==> run_1/clk_routes.png <==
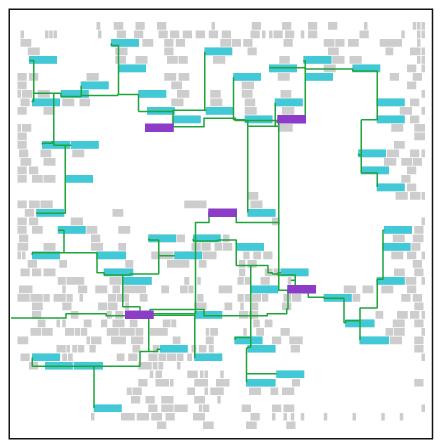
==> run_1/placement.png <==
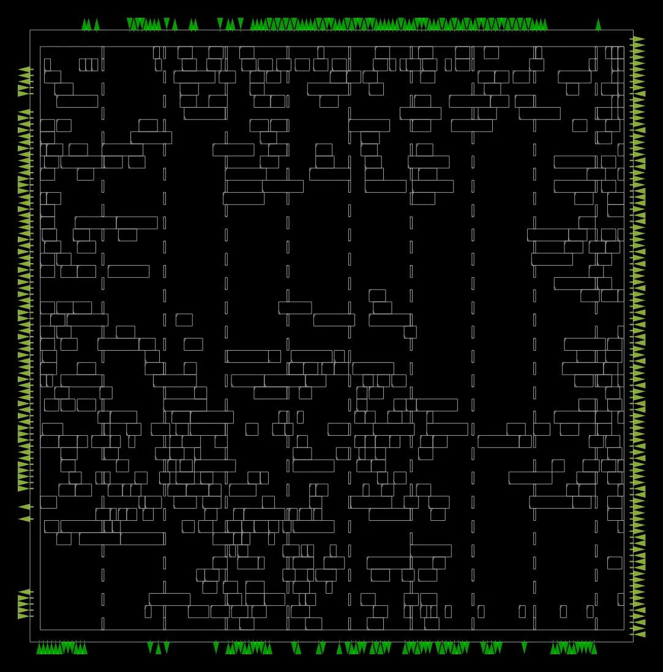
==> run_1/wires.png <==
Scale bar: 50 um.
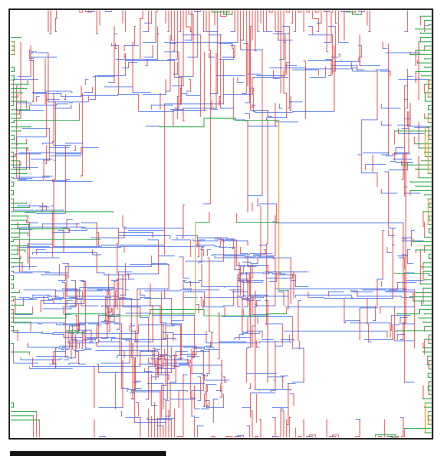
`config.mk`:
```
export PLATFORM = sky130hd
export DESIGN_NAME = axi4m_burst
export DESIGN_NICKNAME = d
export VERILOG_FILES = /design/src/rtl/axi4_pkg.sv /design/src/rtl/axi4m_burst.sv
export SDC_FILE = /design/constraint.sdc
export NUM_CORES = 1
export LEC_CHECK = 0
export ABC_CLOCK_PERIOD_IN_PS = 1900
export CAP_MARGIN = 0
export CORE_AREA = 2 2 133 135
export CTS_CLUSTER_DIAMETER = 100
export DETAILED_ROUTE_END_ITERATION = 8
export DIE_AREA = 0 0 135 137
export HOLD_SLACK_MARGIN = 0.02
export PLACE_DENSITY_LB_ADDON = 0.12
export SYNTH_ARGS = -nofsm -noshare
export SYNTH_HDL_FRONTEND = slang
export SYNTH_SLANG_ARGS = --single-unit
```
`constraint.sdc`:
```
create_clock -name clk -period 1.9 [get_ports clk]
set_input_delay 0.57 -clock clk [delete_from_list [all_inputs] [get_ports clk]]
set_output_delay 0.57 -clock clk [all_outputs]
set_load 0.03 [all_outputs]
```
`src/rtl/axi4_pkg.sv`:
```
// Shared AXI4 constants: channel field widths, burst and response encodings,
// and small helpers used by AXI masters in this codebase.
package axi4_pkg;

  localparam int SIZE_W  = 3;
  localparam int BURST_W = 2;
  localparam int LOCK_W  = 1;
  localparam int CACHE_W = 4;
  localparam int PROT_W  = 3;
  localparam int QOS_W   = 4;
  localparam int RESP_W  = 2;

  localparam logic [BURST_W-1:0] BURST_INCR = 2'b01;
  localparam logic [BURST_W-1:0] BURST_WRAP = 2'b10;

  localparam logic [RESP_W-1:0] RESP_OKAY   = 2'b00;
  localparam logic [RESP_W-1:0] RESP_SLVERR = 2'b10;

  // Normal, non-allocating, bufferable/modifiable memory attribute
  localparam logic [CACHE_W-1:0] CACHE_DEFAULT = 4'b0011;

  typedef enum logic [2:0] {
    ST_IDLE,
    ST_AR,
    ST_R,
    ST_AW,
    ST_W,
    ST_B
  } burst_state_t;

  // WRAP bursts only exist for 2, 4, 8 or 16 beats
  function automatic logic wrap_len_ok(input logic [7:0] len);
    return (len == 8'd1) || (len == 8'd3) || (len == 8'd7) || (len == 8'd15);
  endfunction

  function automatic logic [RESP_W-1:0] resp_max(input logic [RESP_W-1:0] a,
                                                 input logic [RESP_W-1:0] b);
    return (a > b) ? a : b;
  endfunction

endpackage

```
`src/rtl/axi4m_burst.sv`:
```
// Single-outstanding AXI4 burst master: one request becomes one AR/R or AW/W/B burst.
// Define AXI4M_WRAP_EN to honour req_wrap (with legality checking); otherwise all bursts are INCR.
module axi4m_burst
  import axi4_pkg::*;
#(
  parameter int ADDR_W = 32,
  parameter int DATA_W = 32,
  parameter int ID_W   = 4,
  parameter int TXN_ID = 0
) (
  input  logic                 clk,
  input  logic                 rst,
  input  logic                 req_valid,
  output logic                 req_ready,
  input  logic                 req_write,
  input  logic [ADDR_W-1:0]    req_addr,
  input  logic [7:0]           req_len,
  input  logic                 req_wrap,
  input  logic                 wd_valid,
  output logic                 wd_ready,
  input  logic [DATA_W-1:0]    wd_data,
  input  logic [DATA_W/8-1:0]  wd_strb,
  output logic                 rd_valid,
  input  logic                 rd_ready,
  output logic [DATA_W-1:0]    rd_data,
  output logic                 rd_last,
  output logic                 done,
  output logic [RESP_W-1:0]    err,
  output logic [ID_W-1:0]      awid,
  output logic [ADDR_W-1:0]    awaddr,
  output logic [7:0]           awlen,
  output logic [SIZE_W-1:0]    awsize,
  output logic [BURST_W-1:0]   awburst,
  output logic [LOCK_W-1:0]    awlock,
  output logic [CACHE_W-1:0]   awcache,
  output logic [PROT_W-1:0]    awprot,
  output logic [QOS_W-1:0]     awqos,
  output logic                 awvalid,
  input  logic                 awready,
  output logic [ID_W-1:0]      wid,
  output logic [DATA_W-1:0]    wdata,
  output logic [DATA_W/8-1:0]  wstrb,
  output logic                 wlast,
  output logic                 wvalid,
  input  logic                 wready,
  input  logic [ID_W-1:0]      bid,
  input  logic [RESP_W-1:0]    bresp,
  input  logic                 bvalid,
  output logic                 bready,
  output logic [ID_W-1:0]      arid,
  output logic [ADDR_W-1:0]    araddr,
  output logic [7:0]           arlen,
  output logic [SIZE_W-1:0]    arsize,
  output logic [BURST_W-1:0]   arburst,
  output logic [LOCK_W-1:0]    arlock,
  output logic [CACHE_W-1:0]   arcache,
  output logic [PROT_W-1:0]    arprot,
  output logic [QOS_W-1:0]     arqos,
  output logic                 arvalid,
  input  logic                 arready,
  input  logic [ID_W-1:0]      rid,
  input  logic [DATA_W-1:0]    rdata,
  input  logic [RESP_W-1:0]    rresp,
  input  logic                 rlast,
  input  logic                 rvalid,
  output logic                 rready
);

  localparam int SIZE = $clog2(DATA_W / 8);
  localparam logic [SIZE_W-1:0] AXSIZE = SIZE_W'(SIZE);
  localparam logic [ID_W-1:0]   AXID   = ID_W'(TXN_ID);

  burst_state_t          state;
  logic [ADDR_W-1:0]     addr_reg;
  logic [7:0]            len_reg;
  logic [BURST_W-1:0]    burst_reg;
  logic [7:0]            beat_cnt;
  logic [RESP_W-1:0]     err_reg;
  logic                  done_reg;
  logic                  awvalid_reg;
  logic                  arvalid_reg;

  logic                  wrap_req;
  logic                  wrap_bad;
  logic [RESP_W-1:0]     r_err;
  logic [RESP_W-1:0]     r_err_final;
  logic                  unused_ids;

`ifdef AXI4M_WRAP_EN
  assign wrap_req = req_wrap;
  assign wrap_bad = req_wrap & (!wrap_len_ok(req_len) || (req_addr[SIZE-1:0] != '0));
`else
  logic unused_wrap;
  assign unused_wrap = req_wrap;
  assign wrap_req    = 1'b0;
  assign wrap_bad    = 1'b0;
`endif

  assign unused_ids = ^{bid, rid};

  // An rlast that arrives before the expected final beat still ends the burst, but as SLVERR
  assign r_err       = resp_max(err_reg, rresp);
  assign r_err_final = (rlast && (beat_cnt != len_reg)) ? resp_max(r_err, RESP_SLVERR) : r_err;

  always_ff @(posedge clk or posedge rst) begin
    if (rst) begin
      state       <= ST_IDLE;
      addr_reg    <= '0;
      len_reg     <= '0;
      burst_reg   <= BURST_INCR;
      beat_cnt    <= '0;
      err_reg     <= RESP_OKAY;
      done_reg    <= 1'b0;
      awvalid_reg <= 1'b0;
      arvalid_reg <= 1'b0;
    end else begin
      done_reg <= 1'b0;
      case (state)
        ST_IDLE: begin
          if (req_valid) begin
            addr_reg  <= req_addr;
            len_reg   <= req_len;
            burst_reg <= wrap_req ? BURST_WRAP : BURST_INCR;
            beat_cnt  <= '0;
            err_reg   <= RESP_OKAY;
            if (wrap_bad) begin
              done_reg <= 1'b1;
              err_reg  <= RESP_SLVERR;
            end else if (req_write) begin
              awvalid_reg <= 1'b1;
              state       <= ST_AW;
            end else begin
              arvalid_reg <= 1'b1;
              state       <= ST_AR;
            end
          end
        end
        ST_AR: begin
          if (arready) begin
            arvalid_reg <= 1'b0;
            state       <= ST_R;
          end
        end
        ST_R: begin
          if (rvalid && rd_ready) begin
            beat_cnt <= beat_cnt + 8'd1;
            if (rlast) begin
              err_reg  <= r_err_final;
              done_reg <= 1'b1;
              state    <= ST_IDLE;
            end else begin
              err_reg <= r_err;
            end
          end
        end
        ST_AW: begin
          if (awready) begin
            awvalid_reg <= 1'b0;
            state       <= ST_W;
          end
        end
        ST_W: begin
          if (wd_valid && wready) begin
            beat_cnt <= beat_cnt + 8'd1;
            if (beat_cnt == len_reg) state <= ST_B;
          end
        end
        ST_B: begin
          if (bvalid) begin
            err_reg  <= resp_max(err_reg, bresp);
            done_reg <= 1'b1;
            state    <= ST_IDLE;
          end
        end
        default: state <= ST_IDLE;
      endcase
    end
  end

  assign req_ready = (state == ST_IDLE);
  assign done      = done_reg;
  assign err       = err_reg;

  assign awid    = AXID;
  assign awaddr  = addr_reg;
  assign awlen   = len_reg;
  assign awsize  = AXSIZE;
  assign awburst = burst_reg;
  assign awlock  = '0;
  assign awcache = CACHE_DEFAULT;
  assign awprot  = '0;
  assign awqos   = '0;
  assign awvalid = awvalid_reg;

  assign arid    = AXID;
  assign araddr  = addr_reg;
  assign arlen   = len_reg;
  assign arsize  = AXSIZE;
  assign arburst = burst_reg;
  assign arlock  = '0;
  assign arcache = CACHE_DEFAULT;
  assign arprot  = '0;
  assign arqos   = '0;
  assign arvalid = arvalid_reg;

  // W is only opened once the address phase is over, which keeps wvalid behind the AW handshake
  assign wid      = AXID;
  assign wdata    = wd_data;
  assign wstrb    = wd_strb;
  assign wvalid   = (state == ST_W) & wd_valid;
  assign wd_ready = (state == ST_W) & wready;
  assign wlast    = (state == ST_W) & (beat_cnt == len_reg);

  assign rready   = (state == ST_R) & rd_ready;
  assign rd_valid = (state == ST_R) & rvalid;
  assign rd_data  = rdata;
  assign rd_last  = rlast;

  assign bready = (state == ST_B);

endmodule
```
==> run notes, run 1 <==
## Yosys
• 10.3 um^2 — per-instance average area after synthesis
• 39 — Cell variety after synth
• 0.368 — sequential fraction of the synthesis area
• 369 — yosys stat cell total
• 0.0473 — synthesized-area fraction occupied by ao, oa, aoi and oai cells
• 0.368 — Yosys top cell area share
• 0 — count of flip-flops with a built-in enable after synthesis
• 1.00 — async set-or-reset flop fraction in the synthesized netlist
• 0.0322 — xor+xnor area frac
• sky130_fd_sc_hd__dfrtp_1 — most common flop cell mapped by yosys
• 0.0197 — adder and majority gate portion of the synthesized area
• sky130_fd_sc_hd__buf_4 — most numerous cell in the Yosys netlist

## Critical path
• 0.42 ns — delay of the slowest cell on the worst path
• 1.33 ns — endpoint required time on the critical path
• simple AND/OR/NAND/NOR gates — dominant delay contributor by cell family on the critical path
• 7 — Register-to-Register Path Depth
• sky130_fd_sc_hd__dfrtp_2 — cell at the slowest stage of the critical path
• arlen[3] — CP startpoint
• 0.05 ns — worst setup slack for register-to-register paths
• flip-flop — kind of start point of the critical path
• beat_cnt[7] — Reg-to-Reg End

## Cells and area
• 0.245 — share of cells above drive strength 1
• 0.348 — Layout non-clock buf frac
• 0.277 — combinational share of cell area
• 1410 um^2 — Sequential cell area
• 183 — number of multi-input combinational cells
• 187 — Plain + repair buffers
• 0 — count of antenna diodes in the layout
• 0.293 — core utilization of the finished layout
• 32 — flip-flop count of the largest register, all copies and words added
• 1,839 — total of fill cells in the finished design
• 5000 um^2 — area of all placed cells without fillers
• sky130_fd_sc_hd__dlygate4sd2_1 — leading cell type in the layout, fill and taps excluded
• 0.0292 — proportion of cell area spent on the clock network
• buffers — dominant kind of cell

## STA
• -0.419 ns — Final WS setup
• 0.00544 ns — worst clock skew
• 3 — final setup vio count
• 0.431 GHz — maximum frequency from static timing analysis
• 0.504 ns — final hold slack
• 2.32 ns — min cycle time layout
• yes — unrepaired setup endpoints after global routing
• -0.468 ns — setup_tns
• 0 — Max Slew Vio Count

## Die
• 340 — number of placed I/O pins
• 0.224 — floorplan utilization
• 18,500 um^2 — chip area

## Pwr
• 8.91 mW — overall power after layout
• 0.109 — Clk pwr share
• 0.644 — part of the power in combinational logic
• 4.59 mW — internal power contribution
• 1780 nW/um^2 — areal power density over the cells
• 0.000686 V — peak ir drop on the vdd network
• 2.20 mW — Seq power

## Run status
• complete, but fails checks — result of the run
• negative setup slack — violations in the final reports

## Global route
• 0.111 — met1 global-route usage
• 0 — number of antenna violations at the first check in global routing
• met2 — global routing's busiest layer
• 0.0385 — met3 Usage GRT
• 0.148 — met2 demand-to-capacity share in global routing

## Detailed routing
• 808 um — sum of met3 wire segment lengths after detailed routing
• 4250 um — detailed-routed wire length on met2
• 42 — DRC violation total after the first TritonRoute iteration
• 0 — remaining antenna violation count

## Worst hold path
• flip-flop to flip-flop — Tightest Hold Check Type
• araddr[5] — start point of the worst min-delay path

## Placement
• 0.722 — GPL Wtd Cong
• 4830 um^2 — total placed instance area
• 655 — Placed Instances

## Clock network
• 0 — Post-CTS Hold Buffers
• 2 — Max Buffers Root-to-Sink
• done — clock tree from TritonCTS
• 109 — post-CTS sizing
• 2 — deepest level of the CTS H-tree
• 5 — number of buffers created by CTS

## Flow run
• 39 — OpenROAD warning count

## Picture notes: clk_routes.png
Key: purple = clock drivers [count 5]; cyan = flip-flops [count 56]; green = clock wires [length 1,020 um]
There are 6 routed clock nets. Position of the flops: spread over the die.
power dissipated in the clock network: 0.975 mW
insertion delay of the later-clocked pin in the worst-skew pair: 0.30 ns

## Picture notes: placement.png
number of flip-flops and latches: 56
count of standard-cell rows: 48
number of standard cells in the layout, taps in and fillers out: 669
core area: 17,100 um^2

## Picture notes: wires.png
Key: red = metal 2 [wire length 4,250 um]; orange = metal 4 [wire length 139 um]; green = metal 3 [wire length 809 um]; blue = metal 1 [wire length 3,520 um]
total length of routed wires: 8720 um
total global-route track usage: 0.0923
total via count in the routed design: 2,549

==> run 2: changes to the inputs <==
CELL_PAD_IN_SITES_DETAIL_PLACEMENT = 0   (was default)
CELL_PAD_IN_SITES_GLOBAL_PLACEMENT = 1   (was default)
CORE_AREA = default   (was 2 2 133 135)
CORE_ASPECT_RATIO = 0.9   (was default)
CORE_MARGIN = 2   (was default)
CORE_UTILIZATION = 19   (was default)
DIE_AREA = default   (was 0 0 135 137)
==> run_2/placement.png <==
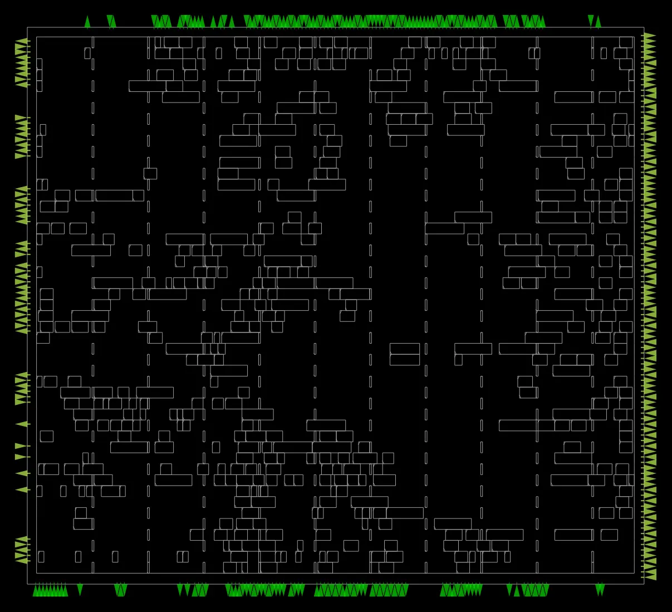
count of standard-cell rows: 49
core utilization of the finished layout: 0.261
Tapcell Cnt: 255
core area: 19,800 um^2

==> run_2/clk_routes.png <==
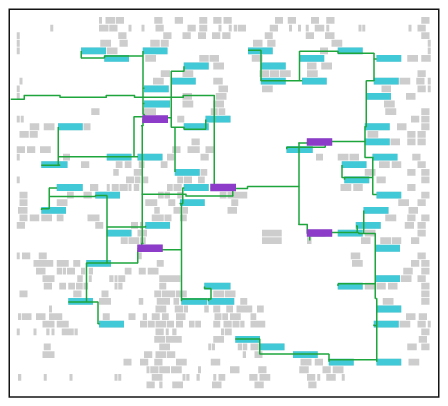
Key: cyan = flip-flops [count 56]; green = clock wires [length 969 um]; purple = clock drivers [count 5]
There are 6 routed clock nets.

==> run notes, run 2 <==
## Critical path
• beat_cnt[7] — Reg-to-Reg End
• 6 — Register-to-Register Path Depth, -1
• arlen[7] — CP startpoint
• simple AND/OR/NAND/NOR gates — dominant delay contributor by cell family on the critical path
• 0.42 ns — delay of the slowest cell on the worst path, about the same
• 1.33 ns — endpoint required time on the critical path, about the same
• flip-flop — kind of start point of the critical path

## Worst hold path
• flip-flop to flip-flop — Tightest Hold Check Type
• awvalid — start point of the worst min-delay path

## Cells and area
• 0.278 — combinational share of cell area, +0.00115
• 0 — count of antenna diodes in the layout, unchanged
• buffers — dominant kind of cell
• 711 — number of standard cells in the layout, taps in and fillers out, +6.3%
• 56 — number of flip-flops and latches, unchanged
• sky130_fd_sc_hd__dlygate4sd2_1 — leading cell type in the layout, fill and taps excluded
• 1410 um^2 — Sequential cell area, unchanged
• 0.0288 — proportion of cell area spent on the clock network, -0.000443
• 184 — number of multi-input combinational cells, +0.55%

## Pwr
• 0.107 — Clk pwr share, -0.002
• 2.17 mW — Seq power, about the same
• 0.655 — part of the power in combinational logic, +0.011
• 9.11 mW — overall power after layout, +2.2%

## Yosys
• 369 — yosys stat cell total, unchanged
• 0.0473 — synthesized-area fraction occupied by ao, oa, aoi and oai cells, unchanged
• sky130_fd_sc_hd__dfrtp_1 — most common flop cell mapped by yosys
• 0.368 — Yosys top cell area share, unchanged
• 0 — count of flip-flops with a built-in enable after synthesis, unchanged
• 0.0322 — xor+xnor area frac, unchanged
• 10.3 um^2 — per-instance average area after synthesis, unchanged

## Die
• 21,200 um^2 — chip area, +15%
• 340 — number of placed I/O pins, unchanged

## Detailed routing
• 2,552 — total via count in the routed design, +0.12%
• 4520 um — detailed-routed wire length on met2, +6.5%
• 70 — DRC violation total after the first TritonRoute iteration, +67%

## STA
• 0.00614 ns — worst clock skew, +0.000701 ns
• -0.334 ns — Final WS setup, +0.0852 ns
• -0.334 ns — setup_tns, +0.135 ns
• yes — unrepaired setup endpoints after global routing
• 2.23 ns — min cycle time layout, -0.0852 ns
• 0.448 GHz — maximum frequency from static timing analysis, +3.8%
• 1 — final setup vio count, -2

## Flow run
• 39 — OpenROAD warning count, unchanged

## Global route
• 0.0897 — total global-route track usage, -0.00263
• 0.0266 — met3 Usage GRT, -0.0119
• 0.147 — met2 demand-to-capacity share in global routing, -0.000921
• 0.113 — met1 global-route usage, +0.00153

## Run status
• complete, but fails checks — result of the run
• negative setup slack — violations in the final reports

## Placement
• 0.664 — GPL Wtd Cong, -8.0%
• 692 — Placed Instances, +5.6%

## Clock network
• 0.30 ns — insertion delay of the later-clocked pin in the worst-skew pair, about the same
• 2 — Max Buffers Root-to-Sink, unchanged

No activity file was given, so power comes from the tool's default toggle rates.
